[config.mk]
export PLATFORM = sky130hd
export DESIGN_NAME = display_scheduler
export DESIGN_NICKNAME = d
export VERILOG_FILES = /design/src/rtl/display_scheduler.sv
export SDC_FILE = /design/constraint.sdc
export NUM_CORES = 1
export LEC_CHECK = 0
export CORE_MARGIN = 3
export CORE_UTILIZATION = 51
export DETAILED_ROUTE_END_ITERATION = 16
export PLACE_DENSITY = 0.83
export SYNTH_ARGS = -nofsm -noshare
export SYNTH_HDL_FRONTEND = slang
export SYNTH_SLANG_ARGS = --single-unit
[constraint.sdc]
create_clock -name clk -period 3.1 [get_ports clk]
set_input_delay 0.62 -clock clk [delete_from_list [all_inputs] [get_ports clk]]
set_output_delay 0.62 -clock clk [all_outputs]
set_load 0.02 [all_outputs]
[src/rtl/display_scheduler.sv]
// display_scheduler: time-shares the seven-segment display path between four
// sources. Round-robin rotation with a fixed dwell per source; source 0
// (alarm/error) preempts. Each source switch is offered with valid/ready.
module display_scheduler #(
  parameter int DATA_W       = 16,
  parameter int DWELL_CYCLES = 40000000
) (
  input  logic              clk,
  input  logic              reset,
  input  logic [3:0]        req,
  input  logic [DATA_W-1:0] data0,
  input  logic [DATA_W-1:0] data1,
  input  logic [DATA_W-1:0] data2,
  input  logic [DATA_W-1:0] data3,
  input  logic              disp_ready,
  output logic              disp_valid,
  output logic [DATA_W-1:0] disp_data,
  output logic [1:0]        disp_src,
  output logic [3:0]        grant
);

  // Counter holds DWELL_CYCLES-1 down to 0, so clog2 bits are enough.
  localparam int CNT_W = (DWELL_CYCLES > 2) ? $clog2(DWELL_CYCLES) : 1;
  localparam logic [CNT_W-1:0] DWELL_LOAD = CNT_W'(DWELL_CYCLES - 1);

  typedef enum logic [1:0] {ST_IDLE, ST_LOAD, ST_SHOW} state_t;

  state_t            state_q, state_d;
  logic [1:0]        ptr_q, ptr_d;
  logic [1:0]        src_q, src_d;
  logic [3:0]        grant_q, grant_d;
  logic              valid_q, valid_d;
  logic [DATA_W-1:0] data_q, data_d;
  logic [CNT_W-1:0]  dwell_q, dwell_d;

  logic [2:0]        pick;
  logic              take_load;
  logic              go_idle;
  logic [1:0]        load_src;

  // Round-robin search starting one past the last winner; bit 2 = found.
  function automatic logic [2:0] rr_pick(input logic [3:0] r, input logic [1:0] p);
    logic [1:0] idx;
    logic       found;
    logic [1:0] win;
    found = 1'b0;
    win   = 2'd0;
    for (int k = 1; k <= 4; k++) begin
      idx = p + 2'(k);
      if (!found && r[idx]) begin
        found = 1'b1;
        win   = idx;
      end
    end
    return {found, win};
  endfunction

  function automatic logic [DATA_W-1:0] sel_data(input logic [1:0] s,
                                                 input logic [DATA_W-1:0] a0,
                                                 input logic [DATA_W-1:0] a1,
                                                 input logic [DATA_W-1:0] a2,
                                                 input logic [DATA_W-1:0] a3);
    case (s)
      2'd0:    return a0;
      2'd1:    return a1;
      2'd2:    return a2;
      default: return a3;
    endcase
  endfunction

  // Next-state and output computation; a new grant is applied in one place.
  always_comb begin
    pick      = rr_pick(req, ptr_q);
    state_d   = state_q;
    ptr_d     = ptr_q;
    src_d     = src_q;
    grant_d   = grant_q;
    valid_d   = valid_q;
    data_d    = data_q;
    dwell_d   = dwell_q;
    take_load = 1'b0;
    go_idle   = 1'b0;
    load_src  = pick[1:0];

    case (state_q)
      ST_IDLE: begin
        if (req != 4'b0000) take_load = 1'b1;
      end
      ST_LOAD: begin
        // req changes are ignored here; the handshake always completes.
        if (disp_ready) begin
          state_d = ST_SHOW;
          valid_d = 1'b0;
          dwell_d = DWELL_LOAD;
        end
      end
      ST_SHOW: begin
        data_d  = sel_data(src_q, data0, data1, data2, data3);
        dwell_d = dwell_q - CNT_W'(1);
        if (req[0] && !grant_q[0]) begin
          take_load = 1'b1;
          load_src  = 2'd0;
        end else if (!req[src_q] || (dwell_q == '0)) begin
          if (pick[2]) take_load = 1'b1;
          else         go_idle   = 1'b1;
        end
      end
      default: state_d = ST_IDLE;
    endcase

    if (take_load) begin
      state_d = ST_LOAD;
      ptr_d   = load_src;
      src_d   = load_src;
      grant_d = 4'b0001 << load_src;
      valid_d = 1'b1;
      data_d  = sel_data(load_src, data0, data1, data2, data3);
    end
    if (go_idle) begin
      state_d = ST_IDLE;
      grant_d = 4'b0000;
      valid_d = 1'b0;
      dwell_d = '0;
    end
  end

  // State and output registers; reset acts immediately, even mid-handshake.
  always_ff @(posedge clk or posedge reset) begin
    if (reset) begin
      state_q <= ST_IDLE;
      ptr_q   <= 2'd3;
      src_q   <= 2'd0;
      grant_q <= 4'b0000;
      valid_q <= 1'b0;
      data_q  <= '0;
      dwell_q <= '0;
    end else begin
      state_q <= state_d;
      ptr_q   <= ptr_d;
      src_q   <= src_d;
      grant_q <= grant_d;
      valid_q <= valid_d;
      data_q  <= data_d;
      dwell_q <= dwell_d;
    end
  end

  assign disp_valid = valid_q;
  assign disp_data  = data_q;
  assign disp_src   = src_q;
  assign grant      = grant_q;

endmodule

### Pin placement, run 1

Scale bar: 20 um. Pins as bars across the die edge, other pins in gray.
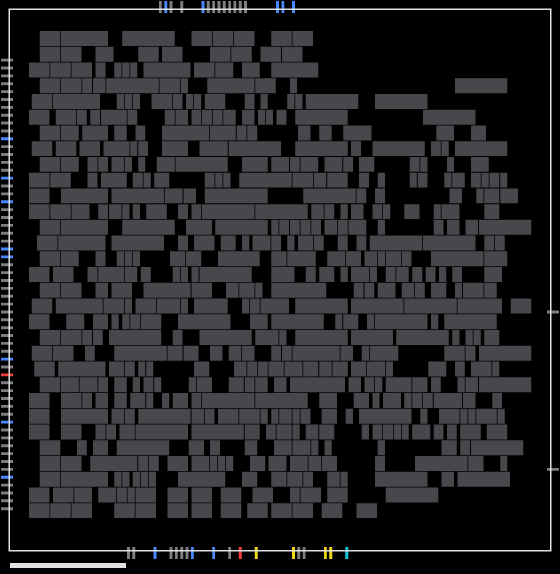
legend:
  cyan:
    port: `disp_ready`
    pins: 1
    direction: input
    edge: south
  red:
    port: `disp_src`
    pins: 2
    direction: output
    edge: 1 south, 1 west
  yellow:
    port: `req`
    pins: 4
    direction: input
    edge: south
  blue:
    port: `disp_data`
    pins: 16
    direction: output
    edge: 8 west, 5 north, 3 south
all pins by edge: 58 west, 18 south, 16 north, 2 east
die height: 93.3 um
chip width: 93.3 um
Port Buf Inserts: 93

### Clock nets, run 1

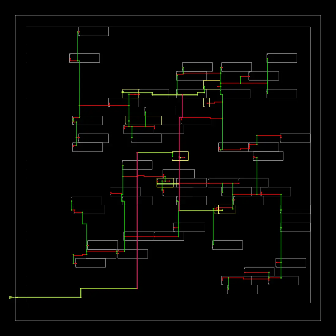
P_clk: 0.470 mW
Fin Clk Skew: 11.5 ps
clock buf count: 6
Num CTS Buffers: 5
Latency at later pin: 310 ps

### Met1 routing, run 1

Scale bar: 20 um.
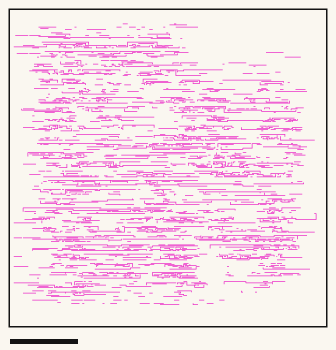
main direction: horizontal
wire length on this layer: 4,510 um
DRT Wirelength: 12,000 um
GR met1 Demand/Resource: 35.9%
vias: 4,121

### Sequential cells grouped by signal name, run 1

Scale bar: 20 um. Other sequential cells in the stronger gray, the rest of the logic in the fainter gray.
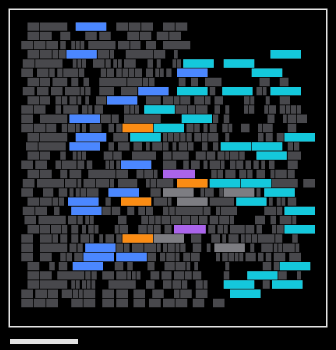
legend:
  orange:
    netlist_name: `grant`
    sequential_cells: 4
    where: center
  purple:
    netlist_name: `ptr_q`
    sequential_cells: 2
  blue:
    netlist_name: `disp_data`
    sequential_cells: 16
  cyan:
    netlist_name: `dwell_q`
    sequential_cells: 26
Layout Utilization: 69.9%
Reg area: 1330 um^2

==> impl_metrics.yaml, run 1 <==
# physical design summary
status:
  status: "finished clean"
synthesis:
  netlist_instances: 446
  ys_types: 61
  avgSynthCellArea_um2: 8.72
  ys.flop_type: "dfrtp_1"
  ys_sh_xor_pct: 0
  edf_count: 0
  logic_family: "AND-OR/OR-AND gates"
placed_design:
  place_congestion: 0.822
  dp_hpwl_um: 8830
power:
  power.total_mw: 4.26
final_layout:
  logic_gates: 347
  comb_area_um2: 2370
  signal_buffers: 120
  design.seq.count: 53
  largest_cell_class: "logic gates"
  seq_share_pct: 25.9
  antennaDiodeCount: 0
clock_network:
  htree_levels: 2
  cts.sinks: 53
  postCtsResizedCells: 0
drt:
  wl_per_cell_um: 18.8
  post_drt_via_cell_ratio: 6.47
die:
  ioPinCount: 94
  rows: 31
worst_setup_path:
  crit_buf_inv: 2
  end_kind: "flip-flop"
sta:
  finalSetupViolations: 0
  clock.fmax_ghz: 0.377
run 1: Yosys cell counts, drive strengths merged, types with 2 or more instances:
cell     number  area (um^2)
a211o         3         26.3
a21oi        25          125
a221o         5         50.1
a22o          2         17.5
a2bb2oi       2         17.5
a31oi         6         37.5
and2          2         12.5
buf           8         58.8
clkbuf       28          105
dfrtp        51         1280
dfstp         2         52.6
inv          10         37.5
mux2          2         22.5
mux4         17          383
nand2        68          258
nand2b        4         25.0
nand3        24          120
nand4         4         25.0
nor2         26          100
nor2b         3         18.8
nor3         22          110
nor4          8         65.1
o21a          3         22.5
o21ai        33          165
o221ai        2         17.5
o22a         20          175
o22ai        16          100
o311ai        2         17.5
o31ai        17          173
o41ai         2         25.0
or3           3         18.8
or4           6         48.8
run 1: per-layer routing:
layer  up-vias  GRT usage [%]
met5         -              0
li1       1889              -
met4         0           9.77
met1      1959           35.9
met2       244           50.3
met3        29           5.79
run 1: stage by stage:
step           hold WS, ps  utilization [%]  instance area [um^2]  setup slack [ps]
2_1_floorplan          442                -                  3890               726
4_1_cts                502             69.9                  5120               481
6_report               510             69.9                  5120               446
3_3_place_gp           473             68.4                  5010               277
3_5_place_dp           486             68.4                  5010               217
5_1_grt                535             69.9                  5120               291
run 1: sequential cells by signal (all words and copies together), names as in the netlist:
name,count
dwell_q,26
disp_data,16
grant,4
disp_src,2
ptr_q,2
state_q,2
disp_valid,1
run 1: path summary, 6_finish.rpt:
path,cells past startpoint,from,endpoint,slack (ps)
max in group asynchronous,3,reset,ptr_q[0]$_DFFE_PP1N_,1820
min in group asynchronous,2,reset,dwell_q[4]$_DFFE_PP0P_,610
worst min-delay path,1,dwell_q[19]$_DFFE_PP0P_,dwell_q[19]$_DFFE_PP0P_,510
worst min register to register,1,dwell_q[19]$_DFFE_PP0P_,dwell_q[19]$_DFFE_PP0P_,510
worst max register to register,8,dwell_q[0]$_DFFE_PP0P_,disp_data[4]$_DFFE_PP0P_,450
worst max-delay path,8,dwell_q[0]$_DFFE_PP0P_,disp_data[4]$_DFFE_PP0P_,450
run 1: cells in the final DEF, fill, tap and decap left out, types with 4 or more instances in the layout:
| cell | synthesis | layout |
|---|---|---|
| clkbuf_8 | 0 | 5 |
| nand2_1 | 67 | 67 |
| nand4_1 | 4 | 4 |
| nor2_1 | 25 | 25 |
| a221o_1 | 5 | 5 |
| a31oi_1 | 6 | 6 |
| o31ai_1 | 8 | 8 |
| nand3_1 | 24 | 24 |
| clkdlybuf4s50_1 | 0 | 93 |
| or4_1 | 5 | 5 |
| buf_4 | 0 | 25 |
| a21oi_1 | 25 | 25 |
| dfrtp_1 | 51 | 51 |
| o21ai_0 | 33 | 33 |
| mux4_2 | 17 | 17 |
| o22a_1 | 20 | 20 |
| o22ai_1 | 16 | 16 |
| nor3_1 | 22 | 21 |
| nand2b_1 | 4 | 4 |
| o31ai_2 | 9 | 9 |
| inv_1 | 10 | 9 |
| nor4_1 | 7 | 7 |
run 1: power by group:
group | leakage [nW] | internal [mW] | switching, mW
Sequential | 0.608 | 0.926 | 0.225
Combinational | 1.33 | 1.22 | 1.43
Clock | 0.0552 | 0.240 | 0.230
Total | 1.99 | 2.38 | 1.88
==> run 2, diff against run 1 <==
--- a/config.mk
+++ b/config.mk
@@ -9,6 +9,7 @@
 export CORE_UTILIZATION = 51
 export DETAILED_ROUTE_END_ITERATION = 16
 export PLACE_DENSITY = 0.83
+export SLEW_MARGIN = 20
 export SYNTH_ARGS = -nofsm -noshare
 export SYNTH_HDL_FRONTEND = slang
 export SYNTH_SLANG_ARGS = --single-unit
### Pin placement, run 2

Scale bar: 20 um. Pins as bars across the die edge, other pins in gray.
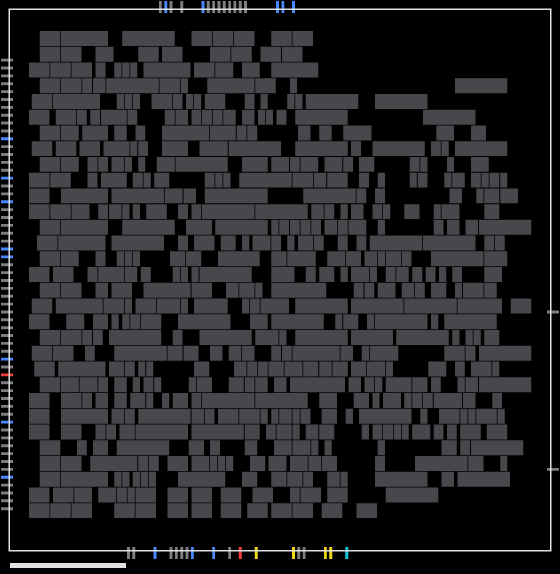
legend:
  blue:
    port: `disp_data`
    pins: 16
    direction: output
    edge: 8 west, 5 north, 3 south
  yellow:
    port: `req`
    pins: 4
    direction: input
    edge: south
  red:
    port: `disp_src`
    pins: 2
    direction: output
    edge: 1 south, 1 west
  cyan:
    port: `disp_ready`
    pins: 1
    direction: input
    edge: south
all pins by edge: 58 west, 18 south, 16 north, 2 east

==> impl_metrics.yaml, run 2 <==
# physical design summary
synthesis:
  netlist_instances: 446
  top_cell_area_share_pct: 32.8
  area_leaders: "dfrtp_1, mux4_2, nand2_1"
power:
  p_int_mw: 2.38
  combinationalPowerShare_pct: 62.0
  clkPwrFrac_pct: 11.0
  swShare_pct: 44.1
  power.total_mw: 4.26
clock_network:
  numCtsBuffers: 5
  postCtsResizedCells: 0
  htree_levels: 2
  cts.sinks: 53
  clk_latency_ps: 310
sta:
  finalSetupViolations: 0
  fin_skew_ps: 11.5
final_layout:
  lay_top_count: "clkdlybuf4s50_1"
  final_util_pct: 69.9
  final_cell_mix: "clkdlybuf4s50_1, nand2_1, dfrtp_1, o21ai_0"
worst_setup_path:
  r2r_start: "dwell_q[0]$_DFFE_PP0P_"
placed_design:
  preCtsSetupSlack_ps: 217
  portBuffers: 93
drt:
  wl_per_cell_um: 18.8
die:
  chipWidth_um: 93.3
status:
  status: "finished clean"
hold_path:
  hp-start: "dwell_q[19]$_DFFE_PP0P_"
run 2: cell counts after synthesis:
No cell type changed its count.
run 2: power groups by stage:
stage,sequential (mW),combinational (mW),clock (mW)
2_1_floorplan,1.25,1.62,0
3_3_place_gp,1.15,2.55,0
3_5_place_dp,1.16,2.62,0
6_report,1.15,2.64,0.470
4_1_cts,1.15,2.63,0.477
5_1_grt,1.18,2.86,0.511
run 2: cell families after synthesis:
family,count (synthesis),share of synthesized area [%]
DFF,53,34.2
and+or+nand+nor,177,22.2
buffers and inverters,46,5.18
AOI/OAI and AO/OA,149,27.4
adders and majority gates,1,0.322
muxes,20,10.7
run 2: layout make-up:
| type | instances | area, um^2 | area share (%) |
|---|---|---|---|
| tap | 99 | 124 | 2.42 |
| inverter | 10 | 37.5 | 0.733 |
| sequential | 53 | 1330 | 25.9 |
| clock buffer | 6 | 72.6 | 1.42 |
| timing repair buffer | 120 | 1160 | 22.6 |
| clock inverter | 2 | 35.0 | 0.684 |
| multi-input combinational | 347 | 2370 | 46.2 |
run 2: final timing paths:
kind | to | slack [ps] | cells past startpoint
max | disp_data[4]$_DFFE_PP0P_ | 450 | 8
min | dwell_q[19]$_DFFE_PP0P_ | 510 | 1
max reg2reg | disp_data[4]$_DFFE_PP0P_ | 450 | 8
min reg2reg | dwell_q[19]$_DFFE_PP0P_ | 510 | 1
max in group asynchronous | ptr_q[0]$_DFFE_PP1N_ | 1820 | 3
min in group asynchronous | dwell_q[4]$_DFFE_PP0P_ | 610 | 2
run 2: metrics by stage:
step	hold WS, ps	instance area (um^2)
global route	535	5120
global placement	473	5010
CTS	502	5120
floorplan	442	3890
finish	510	5120
detailed placement	486	5010
run 2: critical path, delay by kind of cell (launching register included):
kind            cells  cell delay [ps]
fa+ha+maj           1              170
compound gates      2              320
flops               1              450
buf+inv             2              280
simple gates        3             1320
run 2: routing by layer:
layer  share of wire [%]  vias to the layer above  routed length [um]  GRT usage, %
met2                  50                      244                6040          50.3
met5                   0                        -                   0             0
li1                    -                     1889                   -             -
met4                 1.4                        0                 173          9.77
met1                  38                     1959                4510          35.9
met3                  10                       29                1240          5.79
### Clock nets, run 2

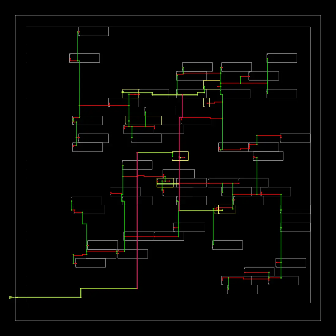

==> run 3, diff against run 2 <==
--- a/config.mk
+++ b/config.mk
@@ -9,6 +9,7 @@
 export CORE_UTILIZATION = 51
 export DETAILED_ROUTE_END_ITERATION = 16
 export PLACE_DENSITY = 0.83
+export REMOVE_ABC_BUFFERS = 1
 export SLEW_MARGIN = 20
 export SYNTH_ARGS = -nofsm -noshare
 export SYNTH_HDL_FRONTEND = slang
### Clock nets, run 3

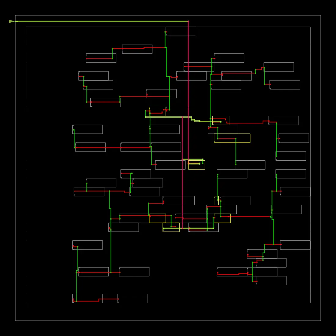
P_clk: 0.499 mW
# clock sinks: 53
clock buf count: 7
flip-flops: 53

==> impl_metrics.yaml, run 3 <==
# physical design summary
status:
  status: "finished clean"
sta:
  clock.fmax_ghz: 0.355
  fin_skew_ps: 7.60
synthesis:
  avgSynthCellArea_um2: 8.72
  edf_count: 0
  synth.cells.most_frequent: "nand2_1, dfrtp_1, o21ai_0, clkbuf_1"
  netlist_instances: 446
  top_cell_area_share_pct: 32.8
  ys_types: 61
  top_area_cell: "dfrtp_1"
  area_leaders: "dfrtp_1, mux4_2, nand2_1"
drt:
  wl_met3_um: 1310
  wl_um: 12100
  wl_per_cell_um: 19.1
  vias: 4176
  wl_met1_um: 4540
  post_drt_via_cell_ratio: 6.60
  dr.max_layer_used: "met4"
placed_design:
  place_area_um2: 4970
  place_congestion: 0.889
  dp_hpwl_um: 8670
  portBuffers: 93
final_layout:
  lay_top_count: "clkdlybuf4s50_1"
  stdcell_area_um2: 5090
  regMostFlops: "dwell_q"
die:
  die_h_um: 93.3
  chipWidth_um: 93.3
  ioPinCount: 94
worst_setup_path:
  end_kind: "flip-flop"
clock_network:
  clk_latency_ps: 310
  postCtsResizedCells: 0
-- run 3: netlist changes by cell type in the layout (fill, tap and decap cells not counted), sizes merged --
cell,before,now
buf,27,23
clkbuf,6,7
clkinv,1,0
-- run 3: metrics by stage --
stage               utilization, %  setup slack, ps  power, mW
floorplan                        -             61.8       2.79
global placement              67.8              291       3.70
detailed placement            67.8              223       3.79
CTS                           69.4              315       4.29
global route                  69.4              155       4.61
finish                        69.4              280       4.31
-- run 3: worst max-delay path, stage by stage, from the launching register on --
cell	delay [ps]
dfrtp_1	450
inv_1	90
ha_1	200
or4b_4	530
nor4_4	470
and4_1	390
buf_4	260
o22ai_1	110
o31ai_2	230
-- run 3: cell families (layout without fill, tap and decap cells) --
kind of cell    Yosys count  in the layout  synth area share (%)
mux                      20             20                  10.7
flops                    53             53                  34.2
compound gates          149            149                  27.4
buf+inv                  46            134                  5.18
simple gates            177            177                  22.2
fa+ha+maj                 1              1                 0.322
-- run 3: path summary, 6_finish.rpt --
kind                       cells after the start                        to                     from  slack (ps)
max                                            8  disp_data[8]$_DFFE_PP0P_   dwell_q[0]$_DFFE_PP0P_         280
min                                            1   dwell_q[19]$_DFFE_PP0P_  dwell_q[19]$_DFFE_PP0P_         500
max reg2reg                                    8  disp_data[8]$_DFFE_PP0P_   dwell_q[0]$_DFFE_PP0P_         280
min reg2reg                                    1   dwell_q[19]$_DFFE_PP0P_  dwell_q[19]$_DFFE_PP0P_         500
max in group asynchronous                      3   dwell_q[18]$_DFFE_PP0P_                    reset        1740
min in group asynchronous                      2    dwell_q[5]$_DFFE_PP0P_                    reset         710
-- run 3: where the power goes --
part | switching [mW] | leakage (nW) | internal [mW] | total (mW)
logic | 1.43 | 1.31 | 1.22 | 2.65
registers | 0.234 | 0.608 | 0.926 | 1.16
clock network | 0.236 | 0.0585 | 0.264 | 0.499
-- run 3: layout make-up --
cell class                      instances  area [um^2]
Clock buffer                            7         86.3
Clock inverter                          1         30.0
Fill cell                             557         2240
Inverter                               10         37.5
Multi-Input combinational cell        347         2370
Sequential cell                        53         1330
Tap cell                               99          124
Timing Repair Buffer                  116         1120
-- run 3: routing by layer --
metal / track usage, % / vias up
li1: - / 1890
met1: 35.5 / 1993
met2: 47.9 / 259
met3: 7.64 / 34
met4: 10.6 / 0
met5: 0 / -
Power figures rest on the tool's default switching activity, not on a simulated workload.
